### src/rtl/fifo_pkg.sv
// Shared definitions for the fifo_param slice.
// - DEF_DATA_WIDTH / DEF_DEPTH : default geometry used by fifo_param and fifo_if
// - clog2()                    : ceiling log2, used to size pointer/index fields
package fifo_pkg;

  localparam int unsigned DEF_DATA_WIDTH = 8;
  localparam int unsigned DEF_DEPTH      = 16;

  function automatic int unsigned clog2(input int unsigned value);
    int unsigned result;
    int unsigned v;
    result = 0;
    v      = (value > 0) ? value - 1 : 0;
    while (v > 0) begin
      result = result + 1;
      v      = v >> 1;
    end
    return result;
  endfunction

endpackage

### src/rtl/fifo_if.sv
// Producer/consumer bundle for fifo_param.
// - master : drives clear, write_enb, read_enb, data_in; observes data and status
// - slave  : the FIFO side; drives data_out, full/empty/almost flags, count,
//            overflow/underflow pulses
interface fifo_if
  import fifo_pkg::*;
#(
  parameter int unsigned DATA_WIDTH = DEF_DATA_WIDTH,
  parameter int unsigned ADDR_WIDTH = clog2(DEF_DEPTH)
) ();

  logic                  clear;
  logic                  write_enb;
  logic                  read_enb;
  logic [DATA_WIDTH-1:0] data_in;
  logic [DATA_WIDTH-1:0] data_out;
  logic                  full;
  logic                  empty;
  logic                  almost_full;
  logic                  almost_empty;
  logic [ADDR_WIDTH:0]   count;
  logic                  overflow;
  logic                  underflow;

  modport master (
    output clear, write_enb, read_enb, data_in,
    input  data_out, full, empty, almost_full, almost_empty, count, overflow, underflow
  );

  modport slave (
    input  clear, write_enb, read_enb, data_in,
    output data_out, full, empty, almost_full, almost_empty, count, overflow, underflow
  );

endinterface

### src/rtl/fifo_mem.sv
// Storage array for fifo_param: DEPTH x DATA_WIDTH registers, no reset.
// - clock : write clock
// - we    : write strobe, waddr/wdata : write port (synchronous)
// - raddr : read address, rdata : read data (asynchronous)
module fifo_mem #(
  parameter int unsigned DATA_WIDTH = 8,
  parameter int unsigned DEPTH      = 16,
  parameter int unsigned ADDR_WIDTH = 4
) (
  input  logic                  clock,
  input  logic                  we,
  input  logic [ADDR_WIDTH-1:0] waddr,
  input  logic [DATA_WIDTH-1:0] wdata,
  input  logic [ADDR_WIDTH-1:0] raddr,
  output logic [DATA_WIDTH-1:0] rdata
);

  logic [DATA_WIDTH-1:0] mem [DEPTH];

  always_ff @(posedge clock) begin
    if (we) begin
      mem[waddr] <= wdata;
    end
  end

  assign rdata = mem[raddr];

endmodule

### src/rtl/fifo_param.sv
// Synchronous FIFO with occupancy count, programmable almost-full/almost-empty,
// overflow/underflow pulses, synchronous flush and optional FWFT read mode.
// - clock  : single clock, rising edge
// - resetn : asynchronous reset, active low
// - bus    : fifo_if slave (clear, write_enb, read_enb, data_in in;
//            data_out, full, empty, almost_full, almost_empty, count,
//            overflow, underflow out)
module fifo_param
  import fifo_pkg::*;
#(
  parameter int unsigned DATA_WIDTH = DEF_DATA_WIDTH,
  parameter int unsigned DEPTH      = DEF_DEPTH,
  parameter int unsigned ADDR_WIDTH = clog2(DEPTH),
  parameter int unsigned AF_THRESH  = DEPTH - 2,
  parameter int unsigned AE_THRESH  = 2,
  parameter bit          FWFT       = 1'b0
) (
  input  logic  clock,
  input  logic  resetn,
  fifo_if.slave bus
);

  localparam int unsigned CW = ADDR_WIDTH + 1;

  logic [CW-1:0]         wr_ptr_q, rd_ptr_q;
  logic [CW-1:0]         count_q, count_next;
  logic                  full_q, empty_q, af_q, ae_q, ovf_q, unf_q;
  logic [DATA_WIDTH-1:0] dout_q;
  logic [DATA_WIDTH-1:0] rdata;
  logic                  wr_acc, rd_acc;

  // Accept decisions use the registered flags, so no input reaches a flag
  // without passing through a register.
  assign wr_acc = bus.write_enb & ~full_q  & ~bus.clear;
  assign rd_acc = bus.read_enb  & ~empty_q & ~bus.clear;

  fifo_mem #(
    .DATA_WIDTH (DATA_WIDTH),
    .DEPTH      (DEPTH),
    .ADDR_WIDTH (ADDR_WIDTH)
  ) u_mem (
    .clock (clock),
    .we    (wr_acc),
    .waddr (wr_ptr_q[ADDR_WIDTH-1:0]),
    .wdata (bus.data_in),
    .raddr (rd_ptr_q[ADDR_WIDTH-1:0]),
    .rdata (rdata)
  );

  always_comb begin
    count_next = count_q;
    if (wr_acc && !rd_acc) begin
      count_next = count_q + CW'(1);
    end else if (rd_acc && !wr_acc) begin
      count_next = count_q - CW'(1);
    end
  end

  // Flags are registered from count_next so they are exact the cycle after
  // the push/pop that changed the occupancy.
  always_ff @(posedge clock or negedge resetn) begin
    if (!resetn) begin
      wr_ptr_q <= '0;
      rd_ptr_q <= '0;
      count_q  <= '0;
      full_q   <= 1'b0;
      empty_q  <= 1'b1;
      af_q     <= 1'b0;
      ae_q     <= 1'b1;
      ovf_q    <= 1'b0;
      unf_q    <= 1'b0;
      dout_q   <= '0;
    end else if (bus.clear) begin
      wr_ptr_q <= '0;
      rd_ptr_q <= '0;
      count_q  <= '0;
      full_q   <= 1'b0;
      empty_q  <= 1'b1;
      af_q     <= 1'b0;
      ae_q     <= 1'b1;
      ovf_q    <= 1'b0;
      unf_q    <= 1'b0;
      dout_q   <= '0;
    end else begin
      if (wr_acc) begin
        wr_ptr_q <= wr_ptr_q + CW'(1);
      end
      if (rd_acc) begin
        rd_ptr_q <= rd_ptr_q + CW'(1);
        dout_q   <= rdata;
      end
      count_q <= count_next;
      full_q  <= (count_next == CW'(DEPTH));
      empty_q <= (count_next == '0);
      af_q    <= (count_next >= CW'(AF_THRESH));
      ae_q    <= (count_next <= CW'(AE_THRESH));
      ovf_q   <= bus.write_enb & full_q;
      unf_q   <= bus.read_enb & empty_q;
    end
  end

  // FWFT presents the head word directly; it is forced to zero while empty so
  // the output matches the registered mode's reset/flush value.
  assign bus.data_out     = FWFT ? (empty_q ? '0 : rdata) : dout_q;
  assign bus.full         = full_q;
  assign bus.empty        = empty_q;
  assign bus.almost_full  = af_q;
  assign bus.almost_empty = ae_q;
  assign bus.count        = count_q;
  assign bus.overflow     = ovf_q;
  assign bus.underflow    = unf_q;

endmodule

### src/flat_wrapper.sv
// flat-port wrapper written by rule: the top's interface ports become plain ports
module fifo_param_flat import fifo_pkg::*;
#(
  parameter int unsigned DATA_WIDTH = DEF_DATA_WIDTH,
  parameter int unsigned DEPTH      = DEF_DEPTH,
  parameter int unsigned ADDR_WIDTH = clog2(DEPTH),
  parameter int unsigned AF_THRESH  = DEPTH - 2,
  parameter int unsigned AE_THRESH  = 2,
  parameter bit          FWFT       = 1'b0
)
  (clock, resetn, bus_clear, bus_write_enb, bus_read_enb, bus_data_in, bus_data_out, bus_full, bus_empty, bus_almost_full, bus_almost_empty, bus_count, bus_overflow, bus_underflow);
  fifo_if #(.DATA_WIDTH(DATA_WIDTH), .ADDR_WIDTH(ADDR_WIDTH)) bus_i ();
  input  logic clock;
  input  logic resetn;
  input wire logic [$bits(bus_i.clear)-1:0] bus_clear;
  input wire logic [$bits(bus_i.write_enb)-1:0] bus_write_enb;
  input wire logic [$bits(bus_i.read_enb)-1:0] bus_read_enb;
  input wire logic [$bits(bus_i.data_in)-1:0] bus_data_in;
  output wire logic [$bits(bus_i.data_out)-1:0] bus_data_out;
  output wire logic [$bits(bus_i.full)-1:0] bus_full;
  output wire logic [$bits(bus_i.empty)-1:0] bus_empty;
  output wire logic [$bits(bus_i.almost_full)-1:0] bus_almost_full;
  output wire logic [$bits(bus_i.almost_empty)-1:0] bus_almost_empty;
  output wire logic [$bits(bus_i.count)-1:0] bus_count;
  output wire logic [$bits(bus_i.overflow)-1:0] bus_overflow;
  output wire logic [$bits(bus_i.underflow)-1:0] bus_underflow;
  assign bus_i.clear = bus_clear;
  assign bus_i.write_enb = bus_write_enb;
  assign bus_i.read_enb = bus_read_enb;
  assign bus_i.data_in = bus_data_in;
  assign bus_data_out = bus_i.data_out;
  assign bus_full = bus_i.full;
  assign bus_empty = bus_i.empty;
  assign bus_almost_full = bus_i.almost_full;
  assign bus_almost_empty = bus_i.almost_empty;
  assign bus_count = bus_i.count;
  assign bus_overflow = bus_i.overflow;
  assign bus_underflow = bus_i.underflow;
  fifo_param #(.DATA_WIDTH(DATA_WIDTH), .DEPTH(DEPTH), .ADDR_WIDTH(ADDR_WIDTH), .AF_THRESH(AF_THRESH), .AE_THRESH(AE_THRESH), .FWFT(FWFT)) u_core (.clock(clock), .resetn(resetn), .bus(bus_i));
endmodule
### config.mk
export PLATFORM = sky130hd
export DESIGN_NAME = fifo_param_flat
export DESIGN_NICKNAME = d
export VERILOG_FILES = /design/src/rtl/fifo_pkg.sv /design/src/rtl/fifo_if.sv /design/src/rtl/fifo_mem.sv /design/src/rtl/fifo_param.sv /design/src/flat_wrapper.sv
export SDC_FILE = /design/constraint.sdc
export NUM_CORES = 1
export LEC_CHECK = 0
export CORE_ASPECT_RATIO = 0.75
export CORE_MARGIN = 2
export CORE_UTILIZATION = 45
export CTS_CLUSTER_DIAMETER = 120
export DETAILED_ROUTE_END_ITERATION = 8
export GPL_TIMING_DRIVEN = 0
export SYNTH_ARGS = -nofsm -noshare
export SYNTH_HDL_FRONTEND = slang
export SYNTH_SLANG_ARGS = --single-unit
### constraint.sdc
create_clock -name clock -period 2.25 [get_ports clock]
set_input_delay 0.45 -clock clock [delete_from_list [all_inputs] [get_ports clock]]
set_output_delay 0.45 -clock clock [all_outputs]
set_load 0.02 [all_outputs]
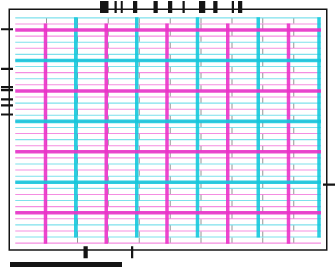
**Above:** PDN straps and rails.
Scale bar: 50 um. Pins as bars on the die edge. Tap cells in grey.
VDD: drawn in cyan. VSS: drawn in magenta.
32 signal pins sit on the boundary. 38 met1 rails follow the rows. The core has 37 rows. 175 tap cells. 7 straps on met5.

==> impl_metrics.py <==
# Generated from Yosys and OpenROAD reports
metrics = {
    "setup_path": {
        "crit_type": "in2reg",
        "arrival_ps": 2300,
        "crit_slowest_cell": "nor2_1",
        "r2r_slack_ps": 120,
        "end_kind": "register",
        "ff2ff_path_depth": 7,
        "start_kind": "primary input",
        "cp.required_ps": 2290,
    },
    "global_routing": {
        "grt_pass1_wl_mm": 20.1,
        "grt_pass1_vias": 3356,
        "antenna_found_initial": 1,
        "grt_use_total": 0.188,
    },
    "die": {
        "ios": 32,
        "die_x_um": 141,
        "core_um2": 13700,
        "fp.dieH_um": 107,
        "die-area_um2": 15100,
    },
    "power_and_ir_drop": {
        "total_power_w": 0.00651,
        "ir_drop_v": 0.000531,
        "powerComb_w": 0.000760,
        "p_sw_frac": 0.244,
        "power_density_nw_per_um2": 872,
        "comb_power_share": 0.117,
    },
    "detailed_routing": {
        "ant_nets": 0,
        "dr.first_iter.drc_count": 295,
        "routed_wirelength_mm": 13.1,
        "via_count": 3311,
        "viasPerCell": 5.58,
    },
    "yosys": {
        "synthArstFlopShare": 0.174,
        "syn_area_um2": 6350,
        "synth.avg_cell_area_um2": 17.9,
        "synth_chip_area_um2": 6350,
        "flop_cell": "edfxtp_1",
        "ys_top_cells_by_count": "128 x edfxtp_1, 34 x nor2_1, 25 x dfrtp_1, 22 x a21oi_1, 20 x mux4_1",
        "synthesis.nets": 375,
        "area_leaders": "edfxtp_1 61%, dfrtp_1 9.9%, mux4_1 8.3%",
    },
    "status": {
        "violations": "negative setup slack",
        "status": "finished, violations left",
    },
    "final_layout": {
        "layout.filler_cells": 1094,
        "inverters": 7,
        "n_antenna_cell": 0,
        "area_growth_pct": 17.6,
        "flops": 155,
        "comb_area_um2": 1720,
        "largest_cell_class": "registers",
    },
    "place": {
        "routabilityCongestion": 0.901,
        "post-place-ws_ps": -805,
        "port_buffers": 31,
        "hpwl_mm": 8.78,
        "dp.cells": 561,
    },
    "clock_tree": {
        "clkTransAtPathRegs_ps": 60,
        "htree_num_levels": 4,
        "clock_latency_ps": 420,
    },
    "timing": {
        "fin_ws_ps": -10.2,
        "report.final.hold_viol_count": 0,
        "setup_violations": 8,
        "fin_skew_ps": 14.7,
    },
    "hold_path": {
        "hold_class": "in2async",
    },
}
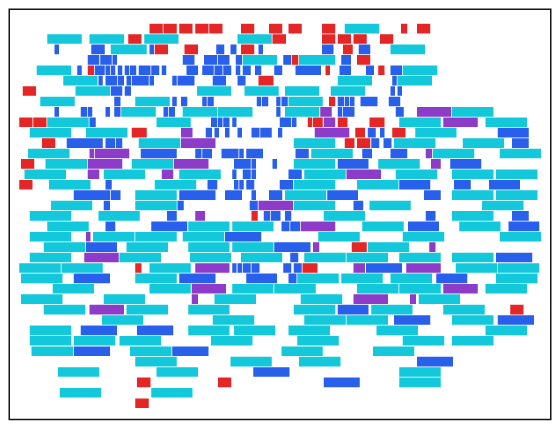
**Above:** cells coloured by class.
other buffers and delay cells: drawn in red, cells 51. flip-flops: drawn in cyan, cells 155. all other logic: drawn in blue, cells 180. clock drivers and dummy loads: drawn in purple, cells 32.

==> sequential cells by signal, summed over array words and instances, names as in the netlist, 4 cells and up <==
name and cells:
u_core.wr_ptr_q 4, u_core.bus.count 5, u_core.u_mem.mem 128, u_core.bus.data_out 8, u_core.rd_ptr_q 4
==> critical path, delay by kind of cell <==
family	cells	cell delay, ps
buf+inv	1	520
simple gates	3	1330
==> kinds of logic (layout without fill, tap and decap cells) <==
family                     count (synthesis)  count (layout)  synth area share
buffers and inverters                     27              90            0.0278
and+or+nand+nor                           79              79            0.0607
DFF                                      155             155             0.712
adders and majority gates                  7               7            0.0138
xor gates and xnor gates                   9               9            0.0124
muxes                                     32              32             0.125
AOI/OAI and AO/OA                         46              46            0.0477
==> routing by layer <==
layer	global-route usage	wire length (um)
met1	0.287	6460
met2	0.275	5980
met3	0.0464	570
met4	0.0450	98
met5	0	0
==> layout by cell type, fill, tap and decap left out, types with 2 or more instances in the layout <==
cell type        synthesis  final
edfxtp_1               128    128
clkdlybuf4s50_1          0     30
nor2_1                  34     26
dfrtp_1                 25     25
a21oi_1                 22     22
mux4_1                  20     20
clkbuf_16                0     17
nand2_1                 15     15
mux4_2                  12     12
a22oi_1                 16     11
nor2_2                   0      8
inv_1                    7      7
ha_1                     7      7
buf_2                    5      6
xor2_1                   5      5
buf_6                    5      5
a22oi_2                  0      5
clkinv_2                 0      5
buf_4                    4      4
nor2b_1                  4      4
nor3_1                   8      4
xnor2_1                  4      4
nor3_2                   0      4
nand4_1                  4      4
clkinv_4                 0      4
nand2b_1                 3      3
clkbuf_1                 3      2
and3b_1                  2      2
and2_1                   2      2
a41o_1                   2      2
o32ai_1                  2      2
clkdlybuf4s25_2          2      2
clkinv_1                 0      2
clkinvlp_4               0      2
inv_6                    0      2
dfstp_2                  2      2
